Signal wires on met1:
Bar = 20 um. Supply wires on this layer in gray.
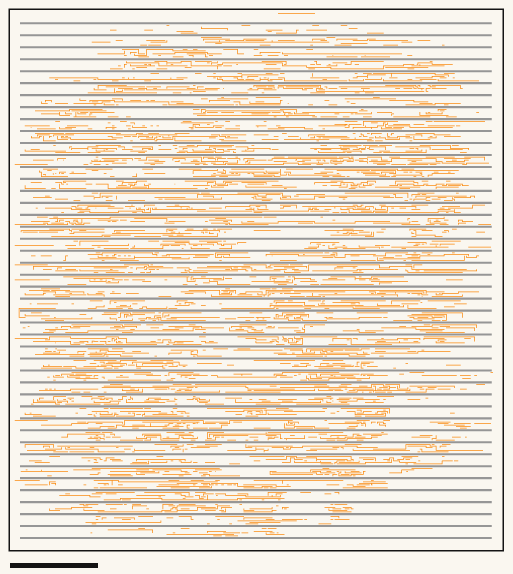
The metal 2 layer:
Bar = 20 um.
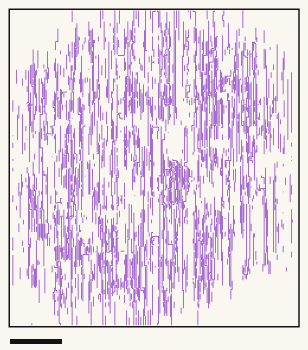
Signal wires on met3:
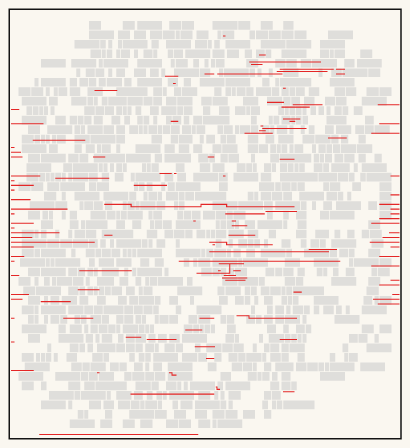
===== config.mk =====
export PLATFORM = sky130hd
export DESIGN_NAME = dual_acc_collector
export DESIGN_NICKNAME = d
export VERILOG_FILES = /design/src/rtl/dual_acc_collector.sv
export SDC_FILE = /design/constraint.sdc
export NUM_CORES = 1
export LEC_CHECK = 0
export CORE_ASPECT_RATIO = 1.1
export CORE_MARGIN = 2
export CORE_UTILIZATION = 50
export DETAILED_ROUTE_END_ITERATION = 7
export PLACE_DENSITY = 0.77
export SLEW_MARGIN = 20
export SYNTH_ARGS = -nofsm -noshare
export SYNTH_HDL_FRONTEND = slang
export SYNTH_SLANG_ARGS = --single-unit

===== constraint.sdc =====
create_clock -name clk -period 3.7 [get_ports clk]
set_clock_uncertainty 0.1 [all_clocks]
set_input_delay 0.37 -clock clk [delete_from_list [all_inputs] [get_ports clk]]
set_output_delay 0.37 -clock clk [all_outputs]
set_load 0.01 [all_outputs]

===== src/rtl/dual_acc_collector.sv =====
// dual_acc_collector
//   Receive end of the dual-multiplier result stream. Accumulates TAPS
//   consecutive valid product pairs into two independent signed sums
//   (channel A from ac_in, channel B from bc_in) and presents each completed
//   pair on a one-entry valid/ready output register. The upstream multiplier
//   cannot be stalled, so a completed group that finds the output slot
//   occupied is dropped and flagged on the sticky overflow_err.
//
// Ports
//   clk          rising-edge clock
//   rst          synchronous active-high reset
//   valid_in     product pair valid (multiplier valid_out)
//   ac_in        signed channel-A product
//   bc_in        signed channel-B product
//   clr          discard the partial group, restart at tap 0
//   acc_a        signed channel-A group sum
//   acc_b        signed channel-B group sum
//   out_valid    acc_a/acc_b hold an undelivered result
//   out_ready    downstream accepts when out_valid & out_ready
//   tap_idx      index of the next expected tap (0..TAPS-1)
//   overflow_err sticky: a completed group was dropped
module dual_acc_collector #(
    parameter int unsigned TAPS  = 9,
    parameter int unsigned ACC_W = 24,
    parameter int unsigned CNT_W = (TAPS > 1) ? $clog2(TAPS) : 1
) (
    input  logic                    clk,
    input  logic                    rst,
    input  logic                    valid_in,
    input  logic signed [15:0]      ac_in,
    input  logic signed [15:0]      bc_in,
    input  logic                    clr,
    output logic signed [ACC_W-1:0] acc_a,
    output logic signed [ACC_W-1:0] acc_b,
    output logic                    out_valid,
    input  logic                    out_ready,
    output logic [CNT_W-1:0]        tap_idx,
    output logic                    overflow_err
);

    localparam logic [CNT_W-1:0] LastTap = CNT_W'(TAPS - 1);

    // Tap counter and partial sums
    logic [CNT_W-1:0]        tap_q, tap_d;
    logic signed [ACC_W-1:0] part_a_q, part_a_d;
    logic signed [ACC_W-1:0] part_b_q, part_b_d;

    // Output register
    logic signed [ACC_W-1:0] acc_a_q, acc_a_d;
    logic signed [ACC_W-1:0] acc_b_q, acc_b_d;
    logic                    out_valid_q, out_valid_d;
    logic                    err_q, err_d;

    // Datapath intermediates
    logic [CNT_W-1:0]        eff_tap;
    logic                    group_start;
    logic                    last_tap;
    logic                    complete;
    logic                    slot_free;
    logic signed [ACC_W-1:0] ext_a, ext_b;
    logic signed [ACC_W-1:0] base_a, base_b;
    logic signed [ACC_W-1:0] sum_a, sum_b;

    // clr takes effect in the same cycle: a coincident beat is treated as
    // tap 0 of a fresh group, so everything below works on eff_tap.
    always_comb begin
        eff_tap     = clr ? '0 : tap_q;
        group_start = (eff_tap == '0);
        last_tap    = (eff_tap == LastTap);
        complete    = valid_in && last_tap;
        slot_free   = !out_valid_q || out_ready;

        ext_a  = ACC_W'(ac_in);
        ext_b  = ACC_W'(bc_in);
        // Tap 0 loads rather than adds, so stale partials never leak in.
        base_a = group_start ? '0 : part_a_q;
        base_b = group_start ? '0 : part_b_q;
        sum_a  = base_a + ext_a;
        sum_b  = base_b + ext_b;
    end

    // Next-state for the tap counter and partial sums
    always_comb begin
        tap_d    = tap_q;
        part_a_d = part_a_q;
        part_b_d = part_b_q;
        if (valid_in) begin
            if (last_tap) begin
                tap_d    = '0;
                part_a_d = '0;
                part_b_d = '0;
            end else begin
                tap_d    = eff_tap + CNT_W'(1);
                part_a_d = sum_a;
                part_b_d = sum_b;
            end
        end else if (clr) begin
            tap_d    = '0;
            part_a_d = '0;
            part_b_d = '0;
        end
    end

    // Next-state for the output slot. A drain and a new completion in the
    // same cycle swap the contents without a bubble.
    always_comb begin
        acc_a_d     = acc_a_q;
        acc_b_d     = acc_b_q;
        out_valid_d = out_valid_q;
        err_d       = err_q;
        if (complete) begin
            if (slot_free) begin
                acc_a_d     = sum_a;
                acc_b_d     = sum_b;
                out_valid_d = 1'b1;
            end else begin
                err_d = 1'b1;
            end
        end else if (out_valid_q && out_ready) begin
            out_valid_d = 1'b0;
        end
    end

    always_ff @(posedge clk) begin
        if (rst) begin
            tap_q       <= '0;
            part_a_q    <= '0;
            part_b_q    <= '0;
            acc_a_q     <= '0;
            acc_b_q     <= '0;
            out_valid_q <= 1'b0;
            err_q       <= 1'b0;
        end else begin
            tap_q       <= tap_d;
            part_a_q    <= part_a_d;
            part_b_q    <= part_b_d;
            acc_a_q     <= acc_a_d;
            acc_b_q     <= acc_b_d;
            out_valid_q <= out_valid_d;
            err_q       <= err_d;
        end
    end

    assign acc_a        = acc_a_q;
    assign acc_b        = acc_b_q;
    assign out_valid    = out_valid_q;
    assign tap_idx      = tap_q;
    assign overflow_err = err_q;

endmodule


==> ci_impl_report.md <==
## Implementation flow summary

| Metric | Value |
|---|---|
| Status | finished clean |
| Largest stage delay, worst path | 0.49 ns |
| Hold Path Sink | part_b_q[17]$_SDFFE_PP0P_ |
| Biggest area cells | dfxtp_1 (32%), ha_1 (9.4%), a21oi_1 (5.9%), nand2_1 (5.7%), and2_1 (4.8%) |
| Total power draw | 2490 uW |
| Cell area after layout | 0.00824 mm^2 |
| Comb area share | 50.6% |
| WL met3 | 831 um |
| Net count after synthesis | 877 |
| GR peak layer | met2 |
| Final nets | 1016 |
| Synth warnings | 0 |
| Yosys xor share | 5.47% |
| First-pass GRT wire length | 29.4 mm |
| Comb pwr | 378 uW |
| Final worst slack | 0.232 ns |
| Slowest stage cell on the critical path | clkdlybuf4s50_1 |
| RR Endpoint | acc_a[22]$_SDFFE_PP0P_ |
| Worst R2R Setup Slack | 0.38 ns |
| WL/cell | 16.5 um |
| CTS max path bufs | 2 |
-- 'signal wires on met1' (at the start) --
nets with wire on the layer	948
wire length on this layer	8200 um
share of all routed wire	45%
longest straight run	36.3 um
main direction	horizontal
Via Count: 6318
WL final: 18.0 mm
met1 Use GR: 33.7%

-- 'the metal 2 layer' (at the start) --
nets with wire on the layer	880
wire length on this layer	8570 um
longest straight run	44.4 um
main direction	vertical
GRT met2 Usage: 44.7%

-- 'signal wires on met3' (at the start) --
wire length on this layer	831 um
share of all routed wire	4.6%
nets with wire on the layer	94
longest straight run	46.0 um
grt met3 use: 3.16%

Power is estimated from default activity; no workload was simulated.
